met1.png
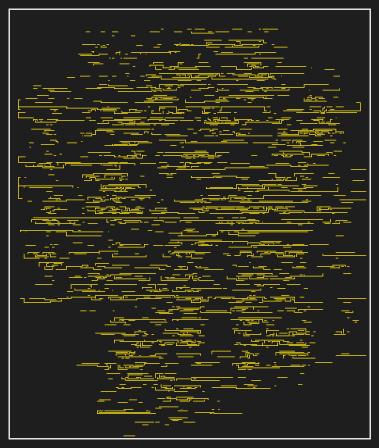
registers.png
Other sequential cells in the stronger grey, the rest of the logic in the fainter grey.
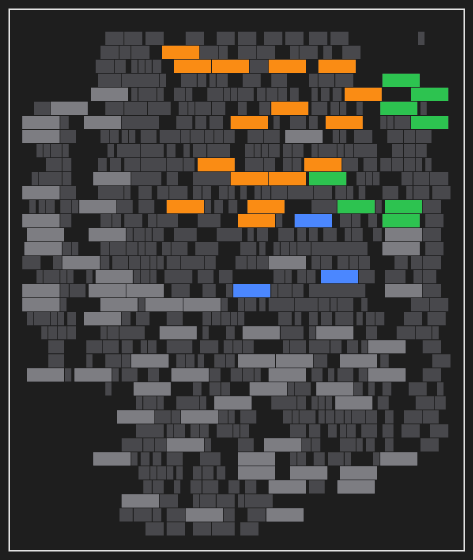
port_nets.png
Scale bar: 20 um.
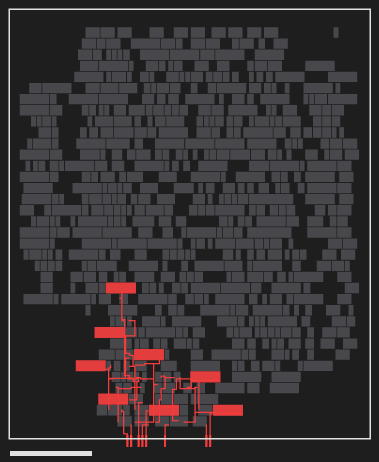
clock_map.png
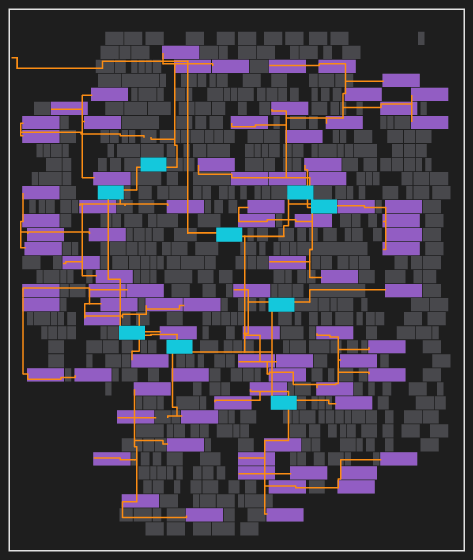
final_congestion.png
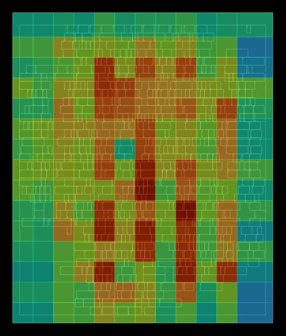
**src/rtl/gt_telem_pkg.sv**
```systemverilog
// Shared types and constants for the GTP telemetry receive lane.
// Holds the link-controller state encoding, the K28.5 comma symbol,
// counter widths and the per-byte error popcount helper.
package gt_telem_pkg;

  localparam int STATE_W = 3;
  localparam int TIMER_W = 16;
  localparam int CNT_W   = 8;
  localparam int TOTAL_W = 16;
  localparam int DATA_W  = 32;
  localparam int LANES   = 4;

  localparam logic [7:0] K28_5 = 8'hBC;

  typedef enum logic [STATE_W-1:0] {
    ST_WAIT_RST = 3'd0,
    ST_ALIGN    = 3'd1,
    ST_VERIFY   = 3'd2,
    ST_LINK_UP  = 3'd3,
    ST_RESYNC   = 3'd4
  } link_state_e;

  // Number of bytes flagged as errored in one 4-byte word (0..4).
  function automatic logic [2:0] err_bytes(input logic [LANES-1:0] flags);
    err_bytes = {2'b00, flags[0]} + {2'b00, flags[1]} +
                {2'b00, flags[2]} + {2'b00, flags[3]};
  endfunction

endpackage

```
**src/rtl/gt_rx_err_window.sv**
```systemverilog
// Windowed decode-error monitor for the RX lane.
// Counts errored bytes over a window of ERR_WIN cycles while run is high
// and flags overflow in the same cycle the count would exceed ERR_MAX.
// The error of the last window cycle is charged to the closing window.
module gt_rx_err_window
  import gt_telem_pkg::*;
#(
  parameter int unsigned ERR_WIN = 4096,
  parameter int unsigned ERR_MAX = 8
) (
  input  logic             clk,
  input  logic             srst,
  input  logic             run,
  input  logic [LANES-1:0] disperr,
  input  logic [LANES-1:0] notintable,
  output logic [2:0]       err_bytes_s,
  output logic             overflow_s
);

  localparam logic [TIMER_W-1:0] WIN_LAST  = TIMER_W'(ERR_WIN - 1);
  localparam logic [CNT_W:0]     ERR_LIMIT = (CNT_W + 1)'(ERR_MAX);

  logic [TIMER_W-1:0] win_cnt_r;
  logic [CNT_W-1:0]   win_err_r;
  logic [CNT_W:0]     sum_s;
  logic [CNT_W-1:0]   win_err_next_s;
  logic               win_end_s;

  // Error popcount, saturating window sum and same-cycle overflow compare.
  always_comb begin
    err_bytes_s = err_bytes(disperr | notintable);
    sum_s       = {1'b0, win_err_r} + {6'b000000, err_bytes_s};
    win_end_s   = (win_cnt_r == WIN_LAST);
    overflow_s  = run && (sum_s > ERR_LIMIT);
    if (sum_s[CNT_W]) begin
      win_err_next_s = 8'hFF;
    end else begin
      win_err_next_s = sum_s[CNT_W-1:0];
    end
  end

  // Window position and error count; both idle at zero outside LINK_UP.
  always_ff @(posedge clk) begin
    if (srst) begin
      win_cnt_r <= 16'd0;
      win_err_r <= 8'd0;
    end else if (!run) begin
      win_cnt_r <= 16'd0;
      win_err_r <= 8'd0;
    end else if (win_end_s) begin
      win_cnt_r <= 16'd0;
      win_err_r <= 8'd0;
    end else begin
      win_cnt_r <= win_cnt_r + 16'd1;
      win_err_r <= win_err_next_s;
    end
  end

endmodule

```
**src/rtl/gt_rx_link_ctrl.sv**
```systemverilog
// Link bring-up and supervision controller for the 32-bit 8b/10b GTP RX lane.
// Sequences comma alignment, verifies K28.5 framing, monitors decode errors
// and requests a GT RX reset on loss of link.
// Optional feature macro: GT_RX_LINK_CTRL_POLARITY_AUTO_EN -- when defined,
// the first ALIGN timeout inverts RX polarity and retries before resync.
module gt_rx_link_ctrl
  import gt_telem_pkg::*;
#(
  parameter int unsigned ALIGN_TIMEOUT       = 65535,
  parameter int unsigned GOOD_COMMAS         = 16,
  parameter int unsigned ERR_WIN             = 4096,
  parameter int unsigned ERR_MAX             = 8,
  parameter int unsigned RST_CYC             = 16,
  parameter logic        RX_POLARITY_DEFAULT = 1'b0
) (
  input  logic                gt0_rxusrclk2_in,
  input  logic                soft_reset_rx_in,
  input  logic                gt0_rxresetdone_in,
  input  logic                gt0_rx_fsm_reset_done_in,
  input  logic [DATA_W-1:0]   gt0_rxdata_in,
  input  logic [LANES-1:0]    gt0_rxcharisk_in,
  input  logic [LANES-1:0]    gt0_rxdisperr_in,
  input  logic [LANES-1:0]    gt0_rxnotintable_in,
  input  logic                gt0_rxbyteisaligned_in,
  input  logic                gt0_rxbyterealign_in,
  output logic                gt0_rxpcommaalignen_out,
  output logic                gt0_rxmcommaalignen_out,
  output logic                gt0_rxpolarity_out,
  output logic                gt0_gtrxreset_out,
  output logic                gt0_data_valid_out,
  output logic                link_up_out,
  output logic [STATE_W-1:0]  state_out,
  output logic [TOTAL_W-1:0]  err_total_out,
  output logic [CNT_W-1:0]    retrain_cnt_out
);

  localparam logic [TIMER_W-1:0] TIMEOUT_LAST = TIMER_W'(ALIGN_TIMEOUT - 1);
  localparam logic [CNT_W-1:0]   GOOD_LAST    = CNT_W'(GOOD_COMMAS - 1);
  localparam logic [CNT_W-1:0]   RST_LAST     = CNT_W'(RST_CYC - 1);

  link_state_e        state_r, state_next_s;
  logic [TIMER_W-1:0] timer_r, timer_next_s;
  logic [CNT_W-1:0]   good_r, good_next_s;
  logic [CNT_W-1:0]   rst_cnt_r, rst_cnt_next_s;
  logic               polarity_r, polarity_next_s;
  logic               comma_en_r, gtrxreset_r, data_valid_r, link_up_r;
  logic [TOTAL_W-1:0] err_total_r;
  logic [CNT_W-1:0]   retrain_r;
  logic [2:0]         e_s;
  logic               overflow_s;
  logic               clean_comma_s;
  logic [TOTAL_W:0]   total_sum_s;
  logic               unused_data_s;
`ifdef GT_RX_LINK_CTRL_POLARITY_AUTO_EN
  logic               tally_r, tally_next_s;
`endif

  gt_rx_err_window #(
    .ERR_WIN (ERR_WIN),
    .ERR_MAX (ERR_MAX)
  ) u_err_window (
    .clk         (gt0_rxusrclk2_in),
    .srst        (soft_reset_rx_in),
    .run         (state_r == ST_LINK_UP),
    .disperr     (gt0_rxdisperr_in),
    .notintable  (gt0_rxnotintable_in),
    .err_bytes_s (e_s),
    .overflow_s  (overflow_s)
  );

  // Only byte 0 carries the comma; upper bytes pass through to the deframer.
  assign unused_data_s = ^gt0_rxdata_in[DATA_W-1:8];

  // Clean comma detect and saturating total-error sum.
  always_comb begin
    clean_comma_s = (gt0_rxcharisk_in == 4'b0001) &&
                    (gt0_rxdata_in[7:0] == K28_5) && (e_s == 3'd0);
    total_sum_s   = {1'b0, err_total_r} + {14'd0, e_s};
  end

  // Next-state and counter updates for the link FSM.
  always_comb begin
    state_next_s    = state_r;
    timer_next_s    = timer_r;
    good_next_s     = good_r;
    rst_cnt_next_s  = rst_cnt_r;
    polarity_next_s = polarity_r;
`ifdef GT_RX_LINK_CTRL_POLARITY_AUTO_EN
    tally_next_s    = tally_r;
`endif
    case (state_r)
      ST_WAIT_RST: begin
        if (gt0_rxresetdone_in && gt0_rx_fsm_reset_done_in) begin
          state_next_s = ST_ALIGN;
          timer_next_s = 16'd0;
        end else begin
          state_next_s = ST_WAIT_RST;
        end
      end
      ST_ALIGN: begin
        if (gt0_rxbyteisaligned_in) begin
          state_next_s = ST_VERIFY;
          good_next_s  = 8'd0;
`ifdef GT_RX_LINK_CTRL_POLARITY_AUTO_EN
          tally_next_s = 1'b0;
`endif
        end else if (timer_r == TIMEOUT_LAST) begin
`ifdef GT_RX_LINK_CTRL_POLARITY_AUTO_EN
          if (!tally_r) begin
            polarity_next_s = ~polarity_r;
            timer_next_s    = 16'd0;
            tally_next_s    = 1'b1;
          end else begin
            state_next_s    = ST_RESYNC;
            rst_cnt_next_s  = 8'd0;
            tally_next_s    = 1'b0;
          end
`else
          state_next_s   = ST_RESYNC;
          rst_cnt_next_s = 8'd0;
`endif
        end else begin
          timer_next_s = timer_r + 16'd1;
        end
      end
      ST_VERIFY: begin
        if (!gt0_rxbyteisaligned_in) begin
          state_next_s = ST_ALIGN;
          timer_next_s = 16'd0;
        end else if (e_s != 3'd0) begin
          good_next_s = 8'd0;
        end else if (clean_comma_s) begin
          if (good_r == GOOD_LAST) begin
            state_next_s = ST_LINK_UP;
            good_next_s  = 8'd0;
          end else begin
            good_next_s = good_r + 8'd1;
          end
        end else begin
          good_next_s = good_r;
        end
      end
      ST_LINK_UP: begin
        // Overflow and realign together still yield a single RESYNC entry.
        if (overflow_s || gt0_rxbyterealign_in || !gt0_rxbyteisaligned_in) begin
          state_next_s   = ST_RESYNC;
          rst_cnt_next_s = 8'd0;
        end else begin
          state_next_s = ST_LINK_UP;
        end
      end
      ST_RESYNC: begin
        if (rst_cnt_r == RST_LAST) begin
          state_next_s = ST_WAIT_RST;
        end else begin
          rst_cnt_next_s = rst_cnt_r + 8'd1;
        end
      end
      default: begin
        state_next_s = ST_WAIT_RST;
      end
    endcase
  end

  // State, counters, registered outputs and link statistics.
  always_ff @(posedge gt0_rxusrclk2_in) begin
    if (soft_reset_rx_in) begin
      state_r      <= ST_WAIT_RST;
      timer_r      <= 16'd0;
      good_r       <= 8'd0;
      rst_cnt_r    <= 8'd0;
      polarity_r   <= RX_POLARITY_DEFAULT;
      comma_en_r   <= 1'b0;
      gtrxreset_r  <= 1'b0;
      data_valid_r <= 1'b0;
      link_up_r    <= 1'b0;
      err_total_r  <= 16'd0;
      retrain_r    <= 8'd0;
`ifdef GT_RX_LINK_CTRL_POLARITY_AUTO_EN
      tally_r      <= 1'b0;
`endif
    end else begin
      state_r      <= state_next_s;
      timer_r      <= timer_next_s;
      good_r       <= good_next_s;
      rst_cnt_r    <= rst_cnt_next_s;
      polarity_r   <= polarity_next_s;
      comma_en_r   <= (state_next_s == ST_ALIGN) || (state_next_s == ST_VERIFY);
      gtrxreset_r  <= (state_next_s == ST_RESYNC);
      data_valid_r <= (state_next_s == ST_VERIFY) || (state_next_s == ST_LINK_UP);
      link_up_r    <= (state_next_s == ST_LINK_UP);
`ifdef GT_RX_LINK_CTRL_POLARITY_AUTO_EN
      tally_r      <= tally_next_s;
`endif
      if ((state_r != ST_WAIT_RST) && (state_r != ST_RESYNC)) begin
        err_total_r <= total_sum_s[TOTAL_W] ? 16'hFFFF : total_sum_s[TOTAL_W-1:0];
      end else begin
        err_total_r <= err_total_r;
      end
      if ((state_next_s == ST_RESYNC) && (state_r != ST_RESYNC) && (retrain_r != 8'hFF)) begin
        retrain_r <= retrain_r + 8'd1;
      end else begin
        retrain_r <= retrain_r;
      end
    end
  end

  assign gt0_rxpcommaalignen_out = comma_en_r;
  assign gt0_rxmcommaalignen_out = comma_en_r;
  assign gt0_rxpolarity_out      = polarity_r;
  assign gt0_gtrxreset_out       = gtrxreset_r;
  assign gt0_data_valid_out      = data_valid_r;
  assign link_up_out             = link_up_r;
  assign state_out               = state_r;
  assign err_total_out           = err_total_r;
  assign retrain_cnt_out         = retrain_r;

endmodule

```
**config.mk**
```make
export PLATFORM = sky130hd
export DESIGN_NAME = gt_rx_link_ctrl
export DESIGN_NICKNAME = d
export VERILOG_FILES = /design/src/rtl/gt_telem_pkg.sv /design/src/rtl/gt_rx_err_window.sv /design/src/rtl/gt_rx_link_ctrl.sv
export SDC_FILE = /design/constraint.sdc
export NUM_CORES = 1
export LEC_CHECK = 0
export CAP_MARGIN = 30
export CORE_ASPECT_RATIO = 1.2
export CORE_MARGIN = 2
export CORE_UTILIZATION = 53
export CTS_CLUSTER_DIAMETER = 100
export DETAILED_ROUTE_END_ITERATION = 12
export PLACE_DENSITY = 0.84
export SKIP_CTS_REPAIR_TIMING = 1
export SLEW_MARGIN = 20
export SYNTH_ARGS = -nofsm -noshare
export SYNTH_HDL_FRONTEND = slang
export SYNTH_SLANG_ARGS = --single-unit
export TNS_END_PERCENT = 20
```
**constraint.sdc**
```tcl
create_clock -name gt0_rxusrclk2_in -period 6.13 [get_ports gt0_rxusrclk2_in]
set_input_delay 1.226 -clock gt0_rxusrclk2_in [delete_from_list [all_inputs] [get_ports gt0_rxusrclk2_in]]
set_output_delay 1.226 -clock gt0_rxusrclk2_in [all_outputs]
set_load 0.05 [all_outputs]
```
==> notes.md <==
impl run done, here's what came out: Crit path top cell by count=ha_1, clock sink total=a little under 90, endpoint class of the critical path=flop, Core Area=0.00815 mm2, Final Max-Slew Violation Tally=0, slew at the pin closest to its max-slew limit=0.912 ns, DRC errors left=0, count leader, synth=dfxtp_1, Sw Share=25.5%, WHS=0.480 ns, fraction of area in registers=32.8%, Max stage delay on crit path=0.55 ns, dpl cells=685, critical path type=in2reg, vias in the first global route=between 3000 and 4000, Avg Cell Area, Syn=~8.4 um2, CP startpoint=gt0_rxnotintable_in[0], Logic pwr share=11.5%, clk buf depth=2, cell type with the largest total area=dfxtp_1, RSZ-0062 raised after global routing=no, hold path startpoint=rst_cnt_r[1], P_int=0.854 mW, Top Consumer=registers, via-per-instance ratio=approximately 5.6, worst vdd ir=0.000149 V, ClkCell Share=4.15%, Clock Tree Root=clkbuf_8, path depth of the worst reg2reg path=10, final tally of hold violations=0, period utilization=83.9%, Netlist cell types=65, mux share=2.04%, Worst slew margin=between 30 and 40%, most common logic cell in the routed design=dfxtp_1, Logic cell area=0.00255 mm2, Non-Filler Instances=~700, Non-clk invs=20, synth-to-layout area growth=18.4%, Placement Setup Slack=0.684 ns, RR Endpoint=retrain_cnt_out[0], min cycle time layout=5.14 ns, asr flop ratio synth=0%, TNS Setup=0 ns, Chip Area, Yosys=around 0.0045 mm2, max-capacitance violation count=0, outcome=complete, no violations, crit-path cells=clkdlybuf4s50_1 > or2_2 > ha_1 > inv_1 > fa_1 > inv_1 > ha_1 > ha_1 > a21oi_1 > or3_4 > a21oi_2 > mux2_4 > o31ai_2 > buf_4 > o21ai_0 > a21oi_1, top cells by area=dfxtp_1, nor2_1, a21oi_1, Leak=1.78 nW, Overall Power=1.15 mW, final core occ=between 60 and 70%, Pre-Place Util=55.0%, Ports=83, Non-clk bufs=59, setup violators final=0, Num CTS Buffers=9, Arrival @ worst endpoint=5.41 ns, Post-Synth Simple-Gate Area=29.2%, part of the power in registers=50.4%, ANT cells=0, Synthesized Nets=601, MI comb cells=approximately 410, most frequent cells after synthesis=dfxtp_1, nor2_1, a21oi_1, Global Route Usage Sum=20.3%, xor/xnor share=under 10%, Signal buf overhead=~11%, logic share of the area=48.0%, htree depth=3, CP Depth=16, Crit path max-delay family=adder cells, # rows=36, nets@finish=649, Setup WS post-layout=between 0.9 and 1 ns, YS warnings=0, Synth flops=87, Tapcell Cnt=114, count of library flops with an enable pin=0, Buf+Inv Stages, Crit Path=4, registers=87, hold path cells=2, final instance area=~0.0053 mm2, chip area=a little over 0.009 mm2, layout cells sized above 1=roughly 6.8%, Critical Path Fanout Max=7, placed cell area=0.00508 mm2, initial antenna violation count=0, Slowest-stage cell, CP=o31ai_2, Top Layout Cells=dfxtp_1, nor2_1, clkdlybuf4s50_1, a21oi_1, nand2_1, Req. time, crit path=~6.4 ns, PortBufs=57, Top class by area=multi-input combinational cells, Worst-path clk slew=about 0.090 ns, Top cell area share=38.8%, CP Launch Type=input port, yosys adder share=4.96%, # clk buffers=9, total wire length=9.39 mm, P_comb=between 0.1 and 0.15 mW, Post-DP HPWL=6.81 mm, ys flop type=dfxtp_1, Reg2Reg Launch Point=u_err_window.win_err_r[0]
Back to the opening pictures, met1.png:
longest straight run = 30.4 um
share of all routed wire = 43%

Back to the opening pictures, registers.png:
err_total_out -> orange  # flops 16, where top middle
good_r -> green  # flops 8, where top right
state_out -> blue  # flops 3

Back to the opening pictures, port_nets.png:
retrain_cnt_out -> red  # bits 8, direction output, edge bottom, end cells 8, buffers 8, wire 273 um

Back to the opening pictures, clock_map.png:
flip-flops -> purple  # count 87
cells driving clock nets -> cyan  # count 9
clock wires -> orange  # length 959 um
routed clock nets = 10
flops lie = all over the die
Clk pwr share: 38.1%
Layout Skew: 0.0115 ns
P_clk: 0.437 mW
clk_lat worst skew: 0.35 ns

Back to the opening pictures, final_congestion.png:
WL/cell: 13.4 um
met2 usage: 37.3%
global routing usage on met1: 23.3%
grt met3 use: 3.71%

## sequential cells by signal (all words and copies together) (netlist names)
| name | cells |
|---|---|
| err_total_out | 16 |
| timer_r | 16 |
| u_err_window.win_cnt_r | 16 |
| good_r | 8 |
| retrain_cnt_out | 8 |
| rst_cnt_r | 8 |
| u_err_window.win_err_r | 8 |
| state_out | 3 |
| gt0_data_valid_out | 1 |
| gt0_gtrxreset_out | 1 |
| gt0_rxmcommaalignen_out | 1 |
| link_up_out | 1 |
## routing by layer
layer	track usage (%)	up-vias	share of wire (%)
li1	-	1996	-
met1	23.3	1876	43
met2	37.3	77	53
met3	3.71	10	3.2
met4	6.15	0	1.0
met5	0	-	0
Power and IR drop assume default switching activity.
